[config.mk]
export PLATFORM = sky130hd
export DESIGN_NAME = frame_supervisor
export DESIGN_NICKNAME = d
export VERILOG_FILES = /design/src/rtl/frame_supervisor.sv
export SDC_FILE = /design/constraint.sdc
export NUM_CORES = 1
export LEC_CHECK = 0
export ABC_AREA = 0
export CAP_MARGIN = 0
export CORE_UTILIZATION = 45
export CTS_CLUSTER_DIAMETER = 50
export DETAILED_ROUTE_END_ITERATION = 16
export MAX_ROUTING_LAYER = met4
export PLACE_DENSITY = 0.79
export SLEW_MARGIN = 20
export SYNTH_ARGS = -nofsm -noshare
export SYNTH_HDL_FRONTEND = slang
export SYNTH_SLANG_ARGS = --single-unit
[constraint.sdc]
create_clock -name clk -period 3.07 [get_ports clk]
set_clock_uncertainty 0.1 [all_clocks]
set_input_delay 0.4605 -clock clk [delete_from_list [all_inputs] [get_ports clk]]
set_output_delay 0.4605 -clock clk [all_outputs]
set_load 0.03 [all_outputs]
[src/rtl/frame_supervisor.sv]
// Frame supervisor: arms on consecutive good SPI frames, gates joint enables in RUN, and
// faults on frame timeout or repeated bad frames. Optional: FRAME_SUPERVISOR_FAULT_LATCH_EN.
module frame_supervisor #(
  parameter int unsigned CLK_FREQ   = 48000000,
  parameter int unsigned TIMEOUT_US = 10000,
  parameter logic [31:0] RX_HEADER  = 32'h74697277,
  parameter int unsigned BAD_LIMIT  = 3,
  parameter int unsigned ARM_FRAMES = 2
) (
  input  logic        clk,
  input  logic        rst_n,
  input  logic        frame_valid,
  input  logic [31:0] header_rx,
  input  logic [7:0]  cmd_enable,
  input  logic        estop_in,
  input  logic        fault_clear,
  output logic [7:0]  joint_enable,
  output logic        frame_accept,
  output logic [1:0]  state,
  output logic        error,
  output logic [31:0] header_tx,
  output logic [15:0] bad_total
);

  localparam int unsigned TIMEOUT_CYCLES = (CLK_FREQ / 1000000) * TIMEOUT_US;
  localparam int unsigned TmoW = (TIMEOUT_CYCLES > 1) ? $clog2(TIMEOUT_CYCLES) : 1;
  localparam int unsigned ArmW = $clog2(ARM_FRAMES + 1);
  localparam int unsigned BadW = $clog2(BAD_LIMIT + 1);
  localparam logic [31:0] HdrData  = 32'h64617461;
  localparam logic [31:0] HdrEstop = 32'h65737470;

  typedef enum logic [1:0] {
    StIdle  = 2'b00,
    StRun   = 2'b01,
    StFault = 2'b10,
    StEstop = 2'b11
  } state_e;

  state_e            state_q, state_d;
  logic [ArmW-1:0]   arm_q, arm_d;
  logic [BadW-1:0]   bad_q, bad_d;
  logic [TmoW-1:0]   tmo_q, tmo_d;
  logic [7:0]        joint_q, joint_d;
  logic              accept_q;
  logic              error_q, error_d;
  logic [31:0]       header_tx_q, header_tx_d;
  logic [15:0]       bad_total_q, bad_total_d;
  logic              good, bad, run_fault;

  assign good = frame_valid && (header_rx == RX_HEADER);
  assign bad  = frame_valid && (header_rx != RX_HEADER);

`ifndef FRAME_SUPERVISOR_FAULT_LATCH_EN
  logic unused_fault_clear;
  assign unused_fault_clear = fault_clear;
`endif

  always_comb begin
    state_d   = state_q;
    arm_d     = arm_q;
    bad_d     = bad_q;
    tmo_d     = tmo_q;
    joint_d   = joint_q;
    run_fault = 1'b0;

    unique case (state_q)
      StIdle: begin
        joint_d = '0;
        if (good) begin
          if (arm_q >= ArmW'(ARM_FRAMES - 1)) begin
            state_d = StRun;
            arm_d   = '0;
            bad_d   = '0;
            tmo_d   = '0;
            joint_d = cmd_enable;
          end else begin
            arm_d = arm_q + ArmW'(1);
          end
        end else if (bad) begin
          arm_d = '0;
        end
      end
      StRun: begin
        if (good) begin
          tmo_d   = '0;
          bad_d   = '0;
          joint_d = cmd_enable;
        end else begin
          if (bad) begin
            if (bad_q == BadW'(BAD_LIMIT - 1)) run_fault = 1'b1;
            else bad_d = bad_q + BadW'(1);
          end
          if (tmo_q == TmoW'(TIMEOUT_CYCLES - 1)) run_fault = 1'b1;
          else tmo_d = tmo_q + TmoW'(1);
        end
        if (run_fault) begin
          state_d = StFault;
          joint_d = '0;
          bad_d   = '0;
          tmo_d   = '0;
        end
      end
      StFault: begin
        joint_d = '0;
`ifdef FRAME_SUPERVISOR_FAULT_LATCH_EN
        if (fault_clear) begin
          state_d = StIdle;
          arm_d   = '0;
        end
`else
        // The recovering frame counts as the first arming frame.
        if (good) begin
          state_d = StIdle;
          arm_d   = ArmW'(1);
        end
`endif
      end
      StEstop: begin
        joint_d = '0;
        state_d = StIdle;
        arm_d   = '0;
      end
    endcase

    if (estop_in) begin
      state_d = StEstop;
      joint_d = '0;
      arm_d   = '0;
      bad_d   = '0;
      tmo_d   = '0;
    end
  end

  always_comb begin
    error_d     = (state_d == StFault) || (state_d == StEstop);
    header_tx_d = (state_d == StEstop) ? HdrEstop : HdrData;
    bad_total_d = bad_total_q;
    if (bad && (bad_total_q != 16'hFFFF)) bad_total_d = bad_total_q + 16'd1;
  end

  always_ff @(posedge clk or negedge rst_n) begin
    if (!rst_n) begin
      state_q     <= StIdle;
      arm_q       <= '0;
      bad_q       <= '0;
      tmo_q       <= '0;
      joint_q     <= '0;
      accept_q    <= 1'b0;
      error_q     <= 1'b0;
      header_tx_q <= HdrData;
      bad_total_q <= '0;
    end else begin
      state_q     <= state_d;
      arm_q       <= arm_d;
      bad_q       <= bad_d;
      tmo_q       <= tmo_d;
      joint_q     <= joint_d;
      accept_q    <= good;
      error_q     <= error_d;
      header_tx_q <= header_tx_d;
      bad_total_q <= bad_total_d;
    end
  end

  assign state        = state_q;
  assign joint_enable = joint_q;
  assign frame_accept = accept_q;
  assign error        = error_q;
  assign header_tx    = header_tx_q;
  assign bad_total    = bad_total_q;

endmodule

**Run 1: metal layers overlaid**

Scale: 4 px per um.
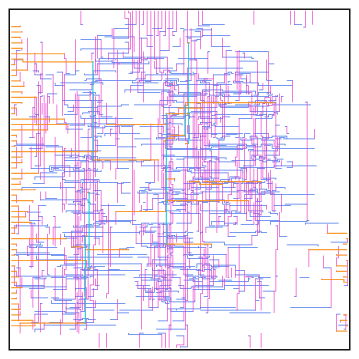
- M4: cyan (wire length 131 um)
- M2: magenta (wire length 3160 um)
- M3: orange (wire length 447 um)
- M1: blue (wire length 2840 um)

**Run 1: where the registers sit**

Scale: 3 px per um. Other sequential cells in the stronger gray, the rest of the logic in the fainter gray.
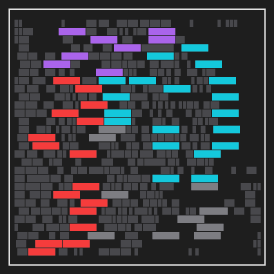
- tmo_q: cyan (sequential cells 19)
- bad_total: red (sequential cells 16)
- joint_enable: purple (sequential cells 8)

==> reports/metrics.yaml, run 1 <==
layout:
  largest_reg_flops: 19
  comb_share_pct: 38.6
  antenna_cells: 0
  clockBufferCount: 5
  lay_top_count: "clkdlybuf4s50_1"
  nMultiInputCombCells: 232
  layout.cells.non_filler: 471
  areaGrowthSynthToFinish_pct: 29.7
  buffer_area_share_pct: 21.7
  biggestCellCategory: "multi-input combinational cells"
  flop_area_um2: 1330
  stdcell_area_um2: 3990
  clk_share_pct: 2.88
  post-route-util_pct: 61.5
  top_register: "tmo_q"
  comb_area_um2: 1540
  ff_count: 53
  buffers: 89
  seq_share_pct: 33.2
timing:
  tightest_slew_ns: 0.743
  slew_viol_final: 0
  rsz0062_at_grt: "false"
  slew_headroom_pct: 50.1
  max_freq_mhz: 368
  period_used_pct: 88.5
  fin_ws_ns: 0.352
  whs_ns: 0.411
  setup-tns-final_ns: 0
drt:
  met3_length_um: 446
  drt_iter0_markers: 141
  viasPerCell: 5.39
  firstDrtPassIters: 12
  drc_errors: 1
  wl_met2_um: 3160
  vias: 2541
synth:
  netlist_logic_family_top: "simple AND/OR/NAND/NOR gates"
  synth_flops: 53
  syn_avg_cell_area_um2: 9.97
  synth.cellmix.compoundShare_pct: 15.3
  fa_ha_area_share_pct: 3.66
  largest_area_cell: "dfrtp_1"
  synth.top_cell.area_share_pct: 42.3
  ys_types: 61
  mux_share_pct: 1.79
  ys_seq_share_pct: 43.1
  yosys.cell_count.top_type: "dfrtp_1"
  edf_count: 0
  async_reset_ff_share_pct: 100
min_path:
  hp-class: "reg2reg"
  hold_end: "bad_total[11]"
  hold_depth: 1
power:
  power.switching_w: 0.000894
  power.group.top: "combinational cells"
  powerDensity_nw_per_um2: 583
  sw_frac_of_total_pct: 38.4
  powerComb_w: 0.000951
  p_leak_nw: 1.78
  p_total_w: 0.00233
  pwr-share-comb_pct: 40.9
  internal-power_w: 0.00143
  p_clk_w: 0.000481
  vdd_drop_max_mv: 0.482
  seq-power_w: 0.000896
outcome:
  status: "finished, violations left"
  violations: "DRC"
worst_setup_path:
  worstPathArrival_ns: 2.82
  path_cells: "ha_1, nand3_1, nor3_1, a41oi_1, nand3b_1, buf_4, o21ai_0, a22o_1"
  start_kind: "flop"
  critical_path.startpoint: "tmo_q[0]"
  cp.depth: 8
  rrSetupSlack_ns: 0.35
  r2r-start: "tmo_q[0]"
  crit_end: "tmo_q[9]"
  critPathTopFamily: "simple AND/OR/NAND/NOR gates"
  r2r_end: "tmo_q[9]"
  cp-end-kind: "flop"
global_route:
  grt_util_met1_pct: 25.2
  gr-usage-met3_pct: 5.80
  grt_pass1_vias: 2395
  gr-usage-met2_pct: 31.6
  grt_most_used_layer: "met2"
  grt.total_usage_pct: 20.1
die:
  num_rows: 29
  die_h_um: 84.7
placement:
  port_buffers: 76
  dp_slack_ns: 0.0545
clock_tree:
  cts_made_buffers: 5
  clkTransAtPathRegs_ns: 0.10
job:
  drv_cap: 0
  warnings: 31
**Run 1: nets reached from selected ports**

Scale: 4 px per um.
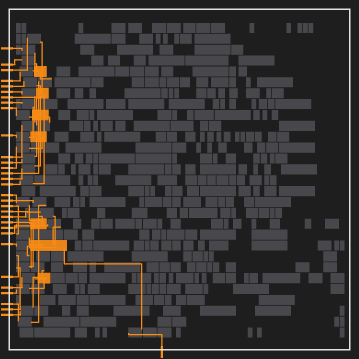
- header_rx: orange (bits 32; direction input; edge 31 left, 1 bottom; end cells 8; buffers 32; wire 476 um)

**Run 1: pin map**

Scale: 3 px per um. Pins as bars across the die edge, other pins in gray.
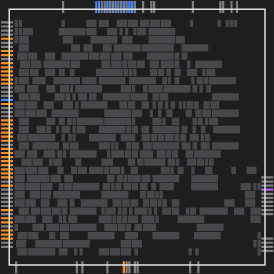
- cmd_enable: blue (pins 8; direction input; edge 7 top, 1 left)
- header_rx: orange (pins 32; direction input; edge 31 left, 1 bottom)
- error: purple (pins 1; direction output; edge right)
- all pins by edge: 56 left, 24 top, 14 right, 11 bottom

==> inputs of run 2 (changes only) <==
CTS_CLUSTER_SIZE = 24   (was unset)
**Run 2: nets reached from selected ports**

Scale: 4 px per um.
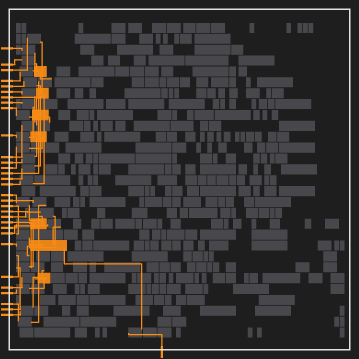
- header_rx: orange (bits 32; direction input; edge 31 left, 1 bottom; end cells 8; buffers 32; wire 476 um)

**Run 2: metal layers overlaid**

Scale: 4 px per um.
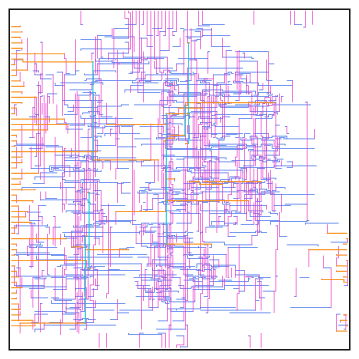
- M2: magenta (wire length 3160 um)
- M1: blue (wire length 2840 um)
- M3: orange (wire length 447 um)
- M4: cyan (wire length 131 um)

**Run 2: where the registers sit**

Scale: 3 px per um. Other sequential cells in the stronger gray, the rest of the logic in the fainter gray.
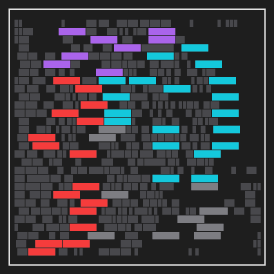
Seq power: 0.000896 W
sequential cell area share: 33.2%
register area: 1330 um^2

==> reports/metrics.yaml, run 2 <==
clock_tree:
  cts_hold_buf: 1
  htree_levels: 2
  tritoncts: "yes"
  cts_resized: 0
  postCtsSetupRepairBufs: 0
  clock_sinks: 53
  cts_buffer_depth: 2
  cts_made_buffers: 5  # unchanged
  clkTransAtPathRegs_ns: 0.10  # about the same
  clock_latency_ns: 0.31
  root_buffer: "clkbuf_8"
global_route:
  gr-usage-met2_pct: 31.6  # unchanged
  grt_util_met1_pct: 25.2  # unchanged
  grt_max_degree: 37
  antenna_found_initial: 0
  grt_most_used_layer: "met2"
  grt_pass1_wl_um: 11200
  grt_pass1_vias: 2395  # unchanged
  grt.total_usage_pct: 20.1  # unchanged
  grt-ovfl-total: 0
  gr-usage-met3_pct: 5.80  # unchanged
synth:
  ys_top_cells_by_count: "dfrtp_1 (52), buf_4 (31), nand2_1 (21), a22o_1 (20), nor2_1 (20)"
  syn_area_um2: 3080
  largest_area_cell: "dfrtp_1"
  syn_inst: 309
  yosys.cell_count.top_type: "dfrtp_1"
  flop_cell: "dfrtp_1"
  synthTopCellsByArea: "dfrtp_1 (42%), buf_4 (7.6%), a22o_1 (5.7%)"
  netlist_logic_family_top: "simple AND/OR/NAND/NOR gates"
  ys_types: 61  # unchanged
  xor_share_pct: 3.98
  async_reset_ff_share_pct: 100  # unchanged
  synth.cellmix.compoundShare_pct: 15.3  # unchanged
  mux_share_pct: 1.79  # unchanged
  synth_flops: 53  # unchanged
  synth.top_cell.area_share_pct: 42.3  # unchanged
  ys_seq_share_pct: 43.1  # unchanged
  syn_avg_cell_area_um2: 9.97  # unchanged
  yosys_warnings: 0
  ys_chip_area_um2: 3080
  fa_ha_area_share_pct: 3.66  # unchanged
  edf_count: 0  # unchanged
drt:
  routed_wl_um: 6580
  met3_length_um: 446  # unchanged
  firstDrtPassIters: 12  # unchanged
  wl_per_cell_um: 14.0
  ant_nets: 0
  wl_met2_um: 3160  # unchanged
  viasPerCell: 5.39  # unchanged
  drc_errors: 1  # unchanged
  vias: 2541  # unchanged
  drt_iter0_markers: 141  # unchanged
  highest_layer: "met4"
min_path:
  hp-class: "reg2reg"
  hold_depth: 1  # unchanged
  hold_end: "bad_total[11]"
  min_from: "bad_total[11]"
timing:
  fin_ws_ns: 0.352  # unchanged
  min_period_ns: 2.72
  period_used_pct: 88.5  # unchanged
  slew_headroom_pct: 50.1  # unchanged
  setup_viol_count_final: 0
  tightest_slew_ns: 0.743  # unchanged
  rsz0062_at_grt: "false"
  max_freq_mhz: 368  # unchanged
  setup-tns-final_ns: 0  # unchanged
  slew_viol_final: 0  # unchanged
  whs_ns: 0.411  # unchanged
placement:
  port_buffers: 76  # unchanged
  dpl_cell_area_um2: 3870
  place_hpwl_um: 5050
  gp_congestion: 0.833
  dp_slack_ns: 0.0545  # unchanged
power:
  powerComb_w: 0.000951  # about the same
  sw_frac_of_total_pct: 38.4  # unchanged
  vdd_drop_max_mv: 0.482  # unchanged
  p_leak_nw: 1.78  # unchanged
  power.switching_w: 0.000894  # unchanged
  powerDensity_nw_per_um2: 583  # unchanged
  power.group.top: "combinational cells"
  p_seq_share_pct: 38.5
  clockPowerShare_pct: 20.7
  p_total_w: 0.00233  # unchanged
  p_clk_w: 0.000481  # about the same
  pwr-share-comb_pct: 40.9  # about the same
  internal-power_w: 0.00143  # unchanged
worst_setup_path:
  cp.depth: 8  # unchanged
  critPathTopFamily: "simple AND/OR/NAND/NOR gates"
  r2r-start: "tmo_q[0]"
  rr_worst_depth: 8
  crit_end: "tmo_q[9]"
  required_ns: 3.17
  critical_path.slowest_cell: "nor3_1"
  path_class: "reg2reg"
  r2r_end: "tmo_q[9]"
  slowest_delay_ns: 0.58
  worstPathArrival_ns: 2.82  # about the same
  critical_path.startpoint: "tmo_q[0]"
  path_cells: "ha_1, nand3_1, nor3_1, a41oi_1, nand3b_1, buf_4, o21ai_0, a22o_1"
  start_kind: "flop"
  cp-end-kind: "flop"
  rrSetupSlack_ns: 0.35  # about the same
layout:
  layout.cells.non_filler: 471  # unchanged
  inverters: 12
  comb_area_um2: 1540  # unchanged
  clk_share_pct: 2.88  # unchanged
  areaGrowthSynthToFinish_pct: 29.7  # unchanged
  nets: 447
  nFillCells: 533
  drive_gt1_share_pct: 9.39
  lay_top_cells: "clkdlybuf4s50_1 (75), dfrtp_1 (52), conb_1 (27), nand2_1 (21)"
  post-route-util_pct: 61.5  # unchanged
  lay_top_count: "clkdlybuf4s50_1"
  stdcell_area_um2: 3990  # unchanged
  antenna_cells: 0  # unchanged
  buffers: 89  # unchanged
  largest_reg_flops: 19  # unchanged
  nMultiInputCombCells: 232  # unchanged
  biggestCellCategory: "multi-input combinational cells"
  clockBufferCount: 5  # unchanged
  ff_count: 53  # unchanged
  top_register: "tmo_q"
  buffer_area_share_pct: 21.7  # unchanged
  comb_share_pct: 38.6  # unchanged
die:
  fp-utilization_pct: 47.4
  die-width_um: 84.7
  io_pins: 105
  tap_cells: 77
  die_area_um2: 7180
  coreArea_um2: 6490
  die_h_um: 84.7  # unchanged
  num_rows: 29  # unchanged
outcome:
  status: "finished, violations left"
  violations: "DRC"
job:
  drv_cap: 0  # unchanged
  warnings: 31  # unchanged
Power is estimated from default activity; no workload was simulated.
